===== config.mk =====
export PLATFORM = sky130hd
export DESIGN_NAME = uart_rx_fifo
export DESIGN_NICKNAME = d
export VERILOG_FILES = /design/src/rtl/uart_rx_fifo.sv
export SDC_FILE = /design/constraint.sdc
export NUM_CORES = 1
export LEC_CHECK = 0
export CORE_MARGIN = 2
export CORE_UTILIZATION = 55
export DETAILED_ROUTE_END_ITERATION = 16
export DONT_BUFFER_PORTS = 1
export PLACE_DENSITY = 0.79
export SETUP_SLACK_MARGIN = 0.1
export SLEW_MARGIN = 40
export SYNTH_ARGS = -nofsm -noshare
export SYNTH_HDL_FRONTEND = slang
export SYNTH_SLANG_ARGS = --single-unit
export TNS_END_PERCENT = 1

===== constraint.sdc =====
create_clock -name clk -period 2.3 [get_ports clk]
set_input_delay 0.46 -clock clk [delete_from_list [all_inputs] [get_ports clk]]
set_output_delay 0.46 -clock clk [all_outputs]
set_load 0.01 [all_outputs]

===== src/rtl/uart_rx_fifo.sv =====
// ----------------------------------------------------------------------------
// uart_rx_fifo
//   Receive-side byte buffer between the UART receiver and the APB register
//   file. Bytes pushed by the receiver are held in order until the APB read
//   path pops them. The head entry is presented first-word-fall-through.
//
// Ports
//   clk          system clock
//   rst_n        asynchronous active-low reset
//   wr_data      received byte from the UART receiver
//   wr_valid     one-cycle push request for wr_data
//   rd_en        one-cycle pop request from the APB data-register read
//   rd_data      head entry, 8'h00 while empty
//   flush        synchronous clear of the FIFO contents (highest priority)
//   overrun_clr  clears the sticky overrun flag
//   thresh       interrupt threshold in entries, 0 disables the interrupt
//   level        number of stored entries, 0..DEPTH
//   empty        level == 0
//   full         level == DEPTH
//   overrun      sticky: a byte was dropped because the FIFO was full
//   thresh_irq   level >= thresh and thresh != 0
// ----------------------------------------------------------------------------
module uart_rx_fifo #(
   parameter int ADDR_W = 4
) (
   input  logic              clk,
   input  logic              rst_n,
   input  logic [7:0]        wr_data,
   input  logic              wr_valid,
   input  logic              rd_en,
   output logic [7:0]        rd_data,
   input  logic              flush,
   input  logic              overrun_clr,
   input  logic [ADDR_W:0]   thresh,
   output logic [ADDR_W:0]   level,
   output logic              empty,
   output logic              full,
   output logic              overrun,
   output logic              thresh_irq
);

   localparam int              DEPTH     = 1 << ADDR_W;
   localparam logic [ADDR_W:0] DEPTH_LVL = (ADDR_W + 1)'(DEPTH);

   logic [7:0]        mem_q [DEPTH];
   logic [ADDR_W-1:0] wr_ptr_q, wr_ptr_d;
   logic [ADDR_W-1:0] rd_ptr_q, rd_ptr_d;
   logic [ADDR_W:0]   level_q, level_d;
   logic              overrun_q, overrun_d;

   logic              empty_w, full_w;
   logic              do_push, do_pop, drop;

   assign empty_w = (level_q == '0);
   assign full_w  = (level_q == DEPTH_LVL);

   // A pop on a full FIFO frees the slot the simultaneous write needs, so the
   // write is accepted. A pop on an empty FIFO is ignored even when a write
   // arrives in the same cycle, which keeps level from underflowing.
   assign do_pop  = rd_en && !empty_w && !flush;
   assign do_push = wr_valid && (!full_w || rd_en) && !flush;
   assign drop    = wr_valid && full_w && !rd_en && !flush;

   always_comb begin
      wr_ptr_d  = wr_ptr_q;
      rd_ptr_d  = rd_ptr_q;
      level_d   = level_q;
      overrun_d = overrun_q;

      if (flush) begin
         wr_ptr_d = '0;
         rd_ptr_d = '0;
         level_d  = '0;
      end else begin
         if (do_push) wr_ptr_d = wr_ptr_q + 1'b1;
         if (do_pop)  rd_ptr_d = rd_ptr_q + 1'b1;
         case ({do_push, do_pop})
            2'b10:   level_d = level_q + 1'b1;
            2'b01:   level_d = level_q - 1'b1;
            default: level_d = level_q;
         endcase
      end

      // Set has priority over clear so a drop is never lost.
      if (drop)             overrun_d = 1'b1;
      else if (overrun_clr) overrun_d = 1'b0;
   end

   always_ff @(posedge clk or negedge rst_n) begin
      if (!rst_n) begin
         wr_ptr_q  <= '0;
         rd_ptr_q  <= '0;
         level_q   <= '0;
         overrun_q <= 1'b0;
      end else begin
         wr_ptr_q  <= wr_ptr_d;
         rd_ptr_q  <= rd_ptr_d;
         level_q   <= level_d;
         overrun_q <= overrun_d;
      end
   end

   // Storage is intentionally left out of reset.
   always_ff @(posedge clk) begin
      if (do_push) mem_q[wr_ptr_q] <= wr_data;
   end

   assign rd_data    = empty_w ? 8'h00 : mem_q[rd_ptr_q];
   assign level      = level_q;
   assign empty      = empty_w;
   assign full       = full_w;
   assign overrun    = overrun_q;
   assign thresh_irq = (thresh != '0) && (level_q >= thresh);

endmodule


==> impl_metrics.env <==
# source this file to load flow results
export IMPL_clock_latency_late_pin_ns=0.52
export IMPL_power_density_nw_per_um2=1050
export IMPL_gate_count_after_technology_mapping=332
export IMPL_cts_sink_count=142
export IMPL_violations="negative setup slack"
export IMPL_tightest_slew_ns=0.659
export IMPL_crit_reg2reg_capture="level[4]"
export IMPL_die_w_um=108
export IMPL_synth_cell_type_count=35
export IMPL_flop_cell="sky130_fd_sc_hd__edfxtp_1"
export IMPL_total_count_of_hold_check_failures_in_the_final_report=0
export IMPL_timing_fmax_mhz=374
export IMPL_die_area_um2=11700
export IMPL_cts_htree_levels=4
export IMPL_setup_viol=10
export IMPL_number_of_warnings_reported_in_the_yosys_synthesis_log=0
export IMPL_power_leakage_nw=2.34
export IMPL_finalNonFillerCells=519
export IMPL_lay_top_count="sky130_fd_sc_hd__edfxtp_1"
export IMPL_final_critical_path_setup_slack_ns=-0.374
export IMPL_core_util_floorplan_pct=55.8
export IMPL_detailedPlacementHpwl_mm=7.11
export IMPL_worstSetupStartpointType="flop"
export IMPL_outcome="finished with violations"
-- cells by family after synthesis --
family | share of synthesized area, %
AND-OR/OR-AND | 3.16
XOR/XNOR | 1.03
adder cells (fa/ha/maj) | 2.52
buffers and inverters | 2.03
flip-flops | 70.3
multiplexers | 15.6
AND/OR/NAND/NOR | 5.41
-- where the power goes --
group	internal (mW)	switching (mW)	total, mW
registers	2.88	0.0772	2.95
clock network	1.52	0.975	2.49
logic	1.04	0.962	2.00
-- how the worst max path moves through the flow --
stage / startpoint / to / slack [ns] / depth (start not counted)
6_report: rd_ptr_q[0] / rd_data[2] / -0.37 / 5
5_1_grt: rd_ptr_q[0] / rd_data[2] / -0.44 / 5
2_1_floorplan: wr_valid / level[4] / -0.10 / 10
3_3_place_gp: level[3] / mem_q[8][5] / -0.03 / 7
3_5_place_dp: wr_valid / level[4] / -0.03 / 9
4_1_cts: rd_ptr_q[0] / rd_data[2] / -0.38 / 5
-- critical path, cell delays in order (launching register included) --
cell,delay (ns)
sky130_fd_sc_hd__dfrtp_2,0.50
sky130_fd_sc_hd__buf_12,0.18
sky130_fd_sc_hd__mux4_2,0.55
sky130_fd_sc_hd__mux2i_2,0.19
sky130_fd_sc_hd__o22ai_2,0.11
sky130_fd_sc_hd__buf_4,0.16
-- area by class of cell --
| cell class | instances | area, um2 | area share, % |
|---|---|---|---|
| Clock inverter | 12 | 123 | 1.73 |
| Tap cell | 140 | 175 | 2.47 |
| Inverter | 11 | 41.3 | 0.582 |
| Multi-Input combinational cell | 162 | 1810 | 25.5 |
| Timing Repair Buffer | 34 | 334 | 4.71 |
| Sequential cell | 142 | 4200 | 59.1 |
| Clock buffer | 18 | 418 | 5.89 |
-- per-stage QoR --
step	instance area [um2]	worst slack [ns]	hold slack [ns]	util, %	setup TNS, ns
floorplan	5980	-0.102	0.164	-	-0.702
CTS	6930	-0.375	0.000703	64.8	-3.05
finish	7090	-0.374	0.0164	66.3	-3.20
detailed placement	6330	-0.0326	0.165	59.1	-0.347
global route	7090	-0.436	0.00284	66.3	-3.94
global placement	6320	-0.0307	0.165	59.0	-0.609
-- routing by layer --
layer	global-route usage, %	vias up	share of wire, %
met1	27.3	1580	40
met2	35.4	105	53
met4	7.97	0	1.6
met5	0	-	0
li1	-	1388	-
met3	5.12	13	6.0
-- registers in the layout, indices dropped and copies added (netlist names) --
signal	count
overrun	1
rd_ptr_q	4
mem_q	128
wr_ptr_q	4
level	5
-- timing repair --
| item | CTS | global route |
|---|---|---|
| gates cloned | 0 | 1 |
| endpoints found under the hold margin | 25 | 1 |
| hold buffers | 2 | 1 |
| pin swaps | 2 | 3 |
| resized | 14 | 25 |
| setup buffers | 1 | 1 |
| setup endpoints to repair | 75 | 141 |
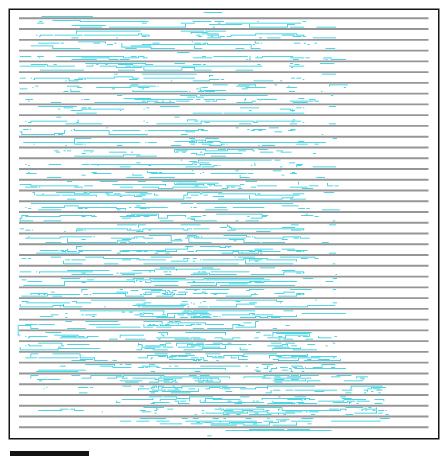
(metal 1)
Scale bar: 20 um. Supply wires on this layer in gray.
- nets with wire on the layer: 381
- main direction: horizontal
- longest straight run: 32.7 um

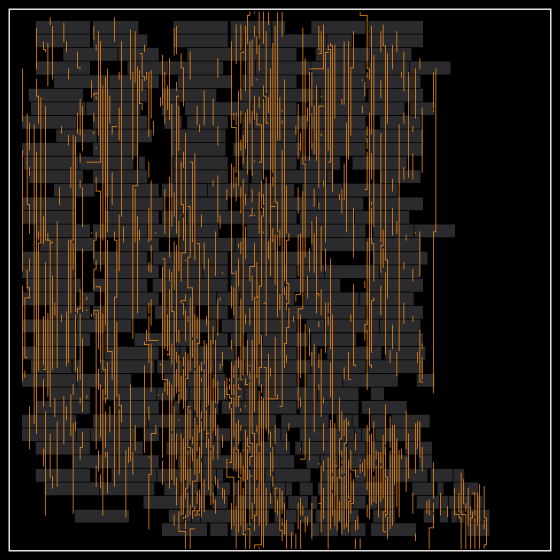
(metal 2)
Cells faint in the background.
- share of all routed wire: 53%
- wire length on this layer: 6110 um
- nets with wire on the layer: 365
wirelength, routed: 11.6 mm
met2 capacity usage during global routing: 35.4%
via count of the routed design: 3086

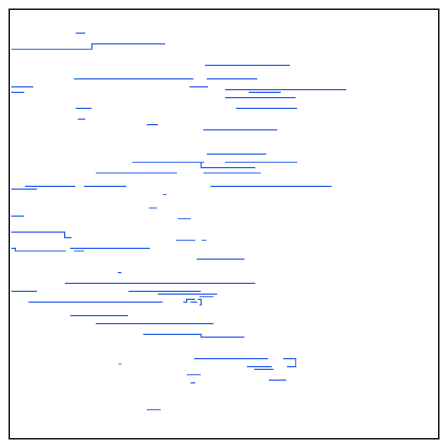
(signal wires on met3)
- main direction: horizontal
- share of all routed wire: 6.0%
- wire length on this layer: 701 um
met3 routing resource usage after global routing: 5.12%

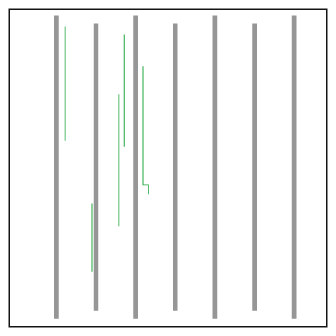
(met4 routing)
Supply wires on this layer in gray.
- wire length on this layer: 190 um
- longest straight run: 44.9 um
- share of all routed wire: 1.6%
- main direction: vertical

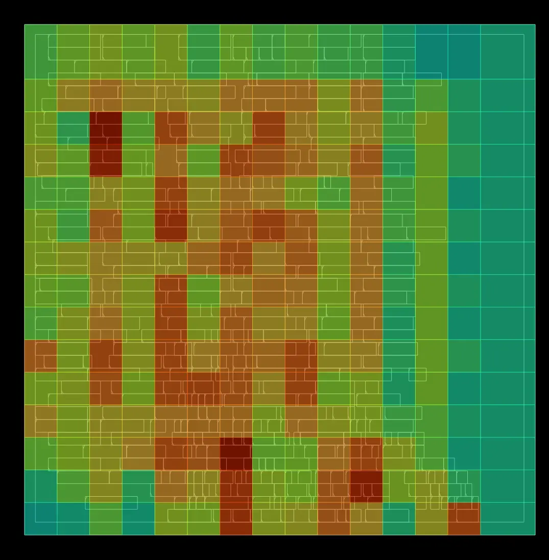
(routing congestion)
met1 Track Usage GR: 27.3%
grt peak-use layer: met2
post-layout utilization of the core: 66.3%
Overall Global Routing Usage: 21.2%

Power figures rest on the tool's default switching activity, not on a simulated workload.
